$ cat src/rtl/traffic_phase_ctrl.sv
// traffic_phase_ctrl: N-phase traffic signal controller.
// Each phase runs GREEN -> YELLOW -> ALLRED. Phases with no pending call are
// skipped. All timing counts in units of the external tick strobe. With no
// call pending on another phase, the controller rests in GREEN.
// Optional pedestrian support is enabled by defining TRAFFIC_PED_EN.
module traffic_phase_ctrl #(
  parameter int NUM_PHASES  = 4,
  parameter int TIMER_WIDTH = 6,
  parameter int GREEN_TIME  = 20,
  parameter int YELLOW_TIME = 3,
  parameter int CLEAR_TIME  = 1,
  parameter int WALK_TIME   = 7
) (
  input  logic                          clk,
  input  logic                          rst_n,
  input  logic                          tick,
  input  logic [NUM_PHASES-1:0]         demand,
  input  logic [3:0]                    extend,
`ifdef TRAFFIC_PED_EN
  input  logic [NUM_PHASES-1:0]         ped_req,
  output logic [NUM_PHASES-1:0]         ped_walk,
`endif
  output logic [3*NUM_PHASES-1:0]       lights,
  output logic [$clog2(NUM_PHASES)-1:0] active_phase
);

  localparam int AW = $clog2(NUM_PHASES);
  localparam int DW = TIMER_WIDTH + 1;
  localparam int unsigned NP = NUM_PHASES;

  if (NUM_PHASES < 2 || NUM_PHASES > 8) begin : g_bad_num_phases
    $error("NUM_PHASES must be in 2..8");
  end
  if (GREEN_TIME < 1 || YELLOW_TIME < 1 || CLEAR_TIME < 1) begin : g_bad_times
    $error("GREEN_TIME, YELLOW_TIME and CLEAR_TIME must be >= 1");
  end
  if (WALK_TIME < 1 || WALK_TIME > GREEN_TIME) begin : g_bad_walk
    $error("WALK_TIME must be in 1..GREEN_TIME");
  end

  typedef enum logic [1:0] {
    ST_GREEN,
    ST_YELLOW,
    ST_ALLRED
  } state_e;

  state_e                 state_q, state_d;
  logic [AW-1:0]          active_q, active_d;
  logic [TIMER_WIDTH-1:0] timer_q, timer_d;
  logic [NUM_PHASES-1:0]  calls_q, calls_d;

  logic [DW-1:0]          dur;
  logic [DW-1:0]          term;
  logic                   expired;
  logic [NUM_PHASES-1:0]  active_oh;
  logic [NUM_PHASES-1:0]  next_oh;
  logic [NUM_PHASES-1:0]  pending;
  logic [NUM_PHASES-1:0]  others;
  logic [NUM_PHASES-1:0]  calls_clr;
  logic [NUM_PHASES-1:0]  dmd_mask;
  logic [AW-1:0]          next_phase;
  logic                   found;

`ifdef TRAFFIC_PED_EN
  logic [NUM_PHASES-1:0]  ped_q, ped_d;
  logic                   walk_q, walk_d;
`endif

  // Pending demand seen by phase selection and dwell exit
  always_comb begin
`ifdef TRAFFIC_PED_EN
    pending = calls_q | ped_q;
`else
    pending = calls_q;
`endif
  end

  // Current state duration, terminal timer value and expiry strobe
  always_comb begin
    unique case (state_q)
      ST_GREEN:  dur = DW'(GREEN_TIME) + DW'(extend);
      ST_YELLOW: dur = DW'(YELLOW_TIME);
      default:   dur = DW'(CLEAR_TIME);
    endcase
    term = dur - DW'(1);
    // >= rather than == so a shrinking extend during dwell cannot strand the timer
    expired = tick && ({1'b0, timer_q} >= term);
  end

  // One-hot of the active phase and round-robin search for the next caller
  always_comb begin
    active_oh  = '0;
    active_oh[active_q] = 1'b1;
    next_phase = AW'((32'(active_q) + 32'd1) % NP);
    found      = 1'b0;
    for (int unsigned k = 1; k <= NP; k++) begin
      if (!found && pending[AW'((32'(active_q) + k) % NP)]) begin
        next_phase = AW'((32'(active_q) + k) % NP);
        found      = 1'b1;
      end
    end
    next_oh = '0;
    for (int unsigned i = 0; i < NP; i++) begin
      next_oh[i] = (AW'(i) == next_phase);
    end
  end

  // Next-state, timer and call-register logic
  always_comb begin
    state_d   = state_q;
    active_d  = active_q;
    timer_d   = timer_q;
    calls_clr = '0;
    others    = pending & ~active_oh;
`ifdef TRAFFIC_PED_EN
    walk_d    = walk_q;
`endif

    unique case (state_q)
      ST_GREEN: begin
        if (expired && (|others)) begin
          state_d = ST_YELLOW;
        end
      end
      ST_YELLOW: begin
        if (expired) begin
          state_d = ST_ALLRED;
        end
      end
      default: begin
        if (expired) begin
          state_d   = ST_GREEN;
          active_d  = next_phase;
          calls_clr = next_oh;
        end
      end
    endcase

    if (state_d != state_q) begin
      timer_d = '0;
    end else if (tick && ({1'b0, timer_q} < term)) begin
      timer_d = timer_q + 1'b1;
    end

    // The active phase's own call is meaningless while it already has green
    dmd_mask = (state_q == ST_GREEN) ? ~active_oh : '1;
    calls_d  = (calls_q & ~calls_clr) | (demand & dmd_mask);

`ifdef TRAFFIC_PED_EN
    ped_d = (ped_q & ~calls_clr) | (ped_req & dmd_mask);
    if (state_q == ST_ALLRED && state_d == ST_GREEN) begin
      walk_d = |(ped_q & next_oh);
    end else if (state_d != ST_GREEN) begin
      walk_d = 1'b0;
    end else if (tick && timer_q == TIMER_WIDTH'(WALK_TIME - 1)) begin
      walk_d = 1'b0;
    end
`endif
  end

  // State registers; reset puts phase 0 straight into green
  always_ff @(posedge clk or negedge rst_n) begin
    if (!rst_n) begin
      state_q  <= ST_GREEN;
      active_q <= '0;
      timer_q  <= '0;
      calls_q  <= '0;
`ifdef TRAFFIC_PED_EN
      ped_q    <= '0;
      walk_q   <= 1'b0;
`endif
    end else begin
      state_q  <= state_d;
      active_q <= active_d;
      timer_q  <= timer_d;
      calls_q  <= calls_d;
`ifdef TRAFFIC_PED_EN
      ped_q    <= ped_d;
      walk_q   <= walk_d;
`endif
    end
  end

  // Lamp decode from registered state only
  always_comb begin
    lights = '0;
    for (int unsigned i = 0; i < NP; i++) begin
      if (state_q != ST_ALLRED && AW'(i) == active_q) begin
        lights[3*i +: 3] = (state_q == ST_GREEN) ? 3'b001 : 3'b010;
      end else begin
        lights[3*i +: 3] = 3'b100;
      end
    end
    active_phase = active_q;
`ifdef TRAFFIC_PED_EN
    ped_walk = (walk_q && state_q == ST_GREEN) ? active_oh : '0;
`endif
  end

endmodule

$ cat config.mk
export PLATFORM = sky130hd
export DESIGN_NAME = traffic_phase_ctrl
export DESIGN_NICKNAME = d
export VERILOG_FILES = /design/src/rtl/traffic_phase_ctrl.sv
export SDC_FILE = /design/constraint.sdc
export NUM_CORES = 1
export LEC_CHECK = 0
export CAP_MARGIN = 20
export CORE_MARGIN = 8
export CORE_UTILIZATION = 56
export CTS_CLUSTER_DIAMETER = 40
export DETAILED_ROUTE_END_ITERATION = 16
export GPL_ROUTABILITY_DRIVEN = 0
export MAX_ROUTING_LAYER = met4
export PLACE_DENSITY = 0.84
export SYNTH_ARGS = -nofsm -noshare
export SYNTH_HDL_FRONTEND = slang
export SYNTH_SLANG_ARGS = --single-unit
$ cat constraint.sdc
create_clock -name clk -period 9.1 [get_ports clk]
set_input_delay 1.365 -clock clk [delete_from_list [all_inputs] [get_ports clk]]
set_output_delay 1.365 -clock clk [all_outputs]
set_load 0.03 [all_outputs]
clock_wires.png
Scale bar: 20 um.
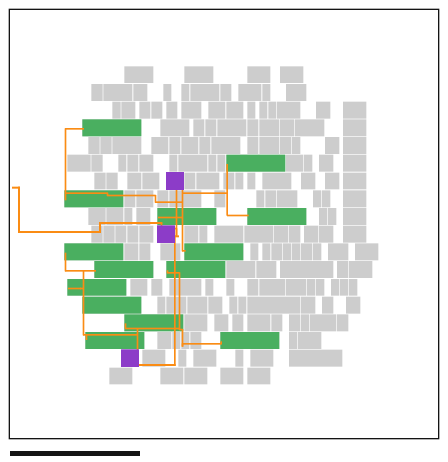
[orange] clock wires | length: 200 um
[green] flip-flops | count: 14
[purple] clock-net drivers | count: 3
routed clock nets	4

ff_map.png
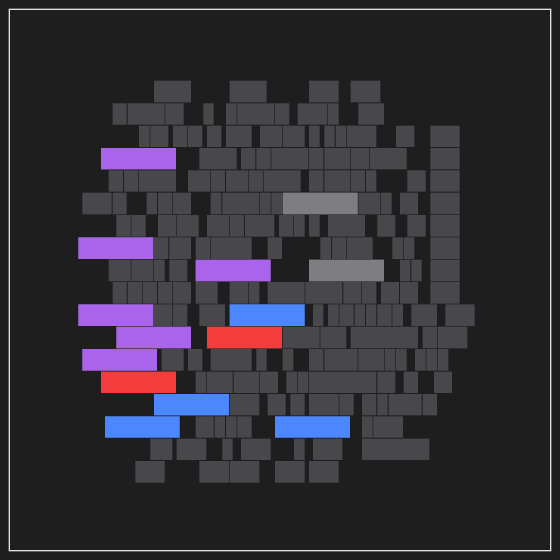
color	signal	flops
blue	calls_q	4
red	active_phase	2
purple	timer_q	6
not colored	2

==> job_summary.md <==
## PnR job results

| Metric | Value |
|---|---|
| Routed vias/inst | 6.09 |
| Die Span X | 65.7 um |
| Clk latency late pin | around 290 ps |
| Final Instance Count excl. Fillers | about 220 |
| CP endpoint kind | flop |
| Detailed-route DRC error count | 0 |
| Pin count of the biggest net entering global routing | 18 |
| Pin slew with the least headroom to its limit | approximately 630 ps |
| Global Route Usage Sum | 17.2% |
| Capture point of the worst path | timer_q[3] |
| Result of the run | finished clean |
| Net load switching power | 283 uW |
| Post-synth top area share | approximately a quarter |
| Area fraction in full adders, half adders and majority gates | roughly an eighth |
| HPWL after DPL | 2600 um |
| Placed cell count | around 220 |
| Worst slew margin relative to its limit | 57.8% |
| Total vias in the final route | between 1,000 and 1,500 |
| Vias in the first global route | 1,281 |
| Minimum clock period | a little over 4000 ps |
| Die Outline Area | 4310 um2 |
| Die Height | approximately 66 um |
| Fraction of layout cells with a size suffix above 1 | 7.29% |
| Sequential-to-total area share from yosys stat | 25.3% |
class_map.png
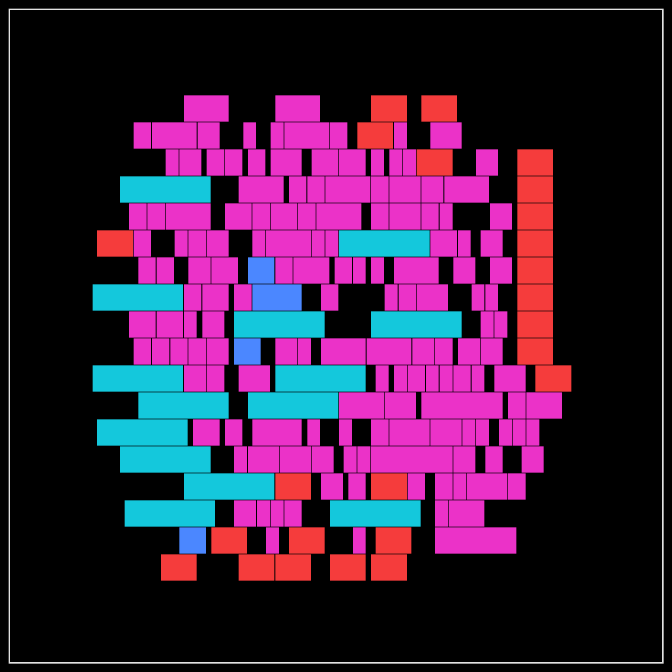
color	class	cells	share of their area
cyan	registers	14	22%
blue	clock drivers and dummy loads	4	2.3%
red	remaining buffers and delay cells	24	15%
magenta	remaining logic cells	150	61%

gates.png
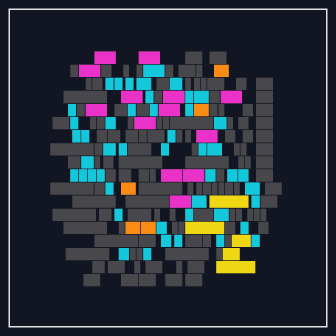
color	family	cells
yellow	mux cells	5
cyan	aoi and oai cells	47
magenta	fa/ha/maj cells	13
orange	xor and xnor cells	5

## critical path, stage by stage
cell and delay, ps:
clkdlybuf4s50_1 470, ha_1 360, nor2b_1 70, a2111oi_0 390, a21oi_1 80, ha_1 300
a21o_1 170, a21o_1 180, o21a_1 280, or4_1 490, a21oi_1 150
## synthesized netlist by cell type, types with 3 or more instances
cell      instances
xnor2_1           5
o22ai_1           3
nand2b_1          3
o21ai_1           5
and2_1            4
dfrtp_1          14
o21ai_0           7
nor2_1            5
a31oi_1           4
inv_1            15
a21oi_1          17
buf_6             3
a21o_1            3
ha_1             13
nand2_1          23
or3_1             3
mux4_2            3
nand3_1           8
nor3_1            4
nor2b_1           3
## through the flow
step / power, uW / instance area, um2 / util [%] / worst slack [ps] / hold WS, ps
global route: 592 / 1650 / 68.4 / 4860 / 624
detailed placement: 496 / 1610 / 66.9 / 4740 / 578
floorplan: 400 / 1380 / - / 5380 / 529
global placement: 482 / 1610 / 66.9 / 4810 / 576
CTS: 544 / 1650 / 68.4 / 5040 / 596
finish: 546 / 1650 / 68.4 / 5010 / 598
## area by class of cell
type                       count  area, um2  share of cell area [%]
clock buffer                   4       36.3                    2.20
inverter                      15       56.3                    3.41
multi-input combinational    135        928                    56.3
sequential                    14        350                    21.2
tap                           30       37.5                    2.28
timing repair buffer          24        240                    14.6
## power groups by stage
stage               combinational (uW)  clock (uW)  sequential (uW)
floorplan                          292           0              108
global placement                   361           0              121
detailed placement                 374           0              122
CTS                                377        47.0              121
global route                       415        48.5              128
finish                             378        46.0              122
## worst min-delay path by stage
stage / cells past startpoint / slack (ps) / to / from
6_report: 2 / 600 / timer_q[5] / timer_q[5]
3_5_place_dp: 2 / 580 / timer_q[5] / timer_q[5]
5_1_grt: 2 / 620 / timer_q[0] / timer_q[0]
2_1_floorplan: 2 / 530 / timer_q[5] / timer_q[5]
4_1_cts: 2 / 600 / timer_q[5] / timer_q[5]
3_3_place_gp: 2 / 580 / timer_q[0] / timer_q[0]
## routing by layer
metal / vias up / GRT usage (%) / part of all wire (%)
met5: - / - / 0
met2: 46 / 26.1 / 50
met4: 0 / 7.08 / 2.0
met3: 8 / 3.57 / 6.1
li1: 661 / - / -
met1: 638 / 21.6 / 42
## state kept, by name, summed over array words and instances (netlist names)
signal / count
timer_q: 6
state_q: 2
calls_q: 4
active_phase: 2
## placed cells by master, fill, tap and decap left out, types with 2 or more instances in the layout
master           synthesis  routed
or3_1                    3       3
a21o_1                   3       3
clkbuf_4                 0       3
nor2b_1                  3       3
mux4_2                   3       3
a31oi_1                  4       4
a2111oi_0                2       2
o21ai_0                  7       7
dfrtp_1                 14      14
inv_1                   15      15
nor2_1                   5       5
clkdlybuf4s50_1          0      24
nand2_1                 23      23
or4_1                    2       2
o22ai_1                  3       3
a21oi_1                 17      17
o21ai_1                  5       5
nand3_2                  2       2
nand2b_1                 3       3
o31ai_1                  2       2
ha_1                    13      13
and2_1                   4       4
nand3_1                  8       8
xnor2_1                  5       5
nor3_1                   4       4
Power and IR drop assume default switching activity.
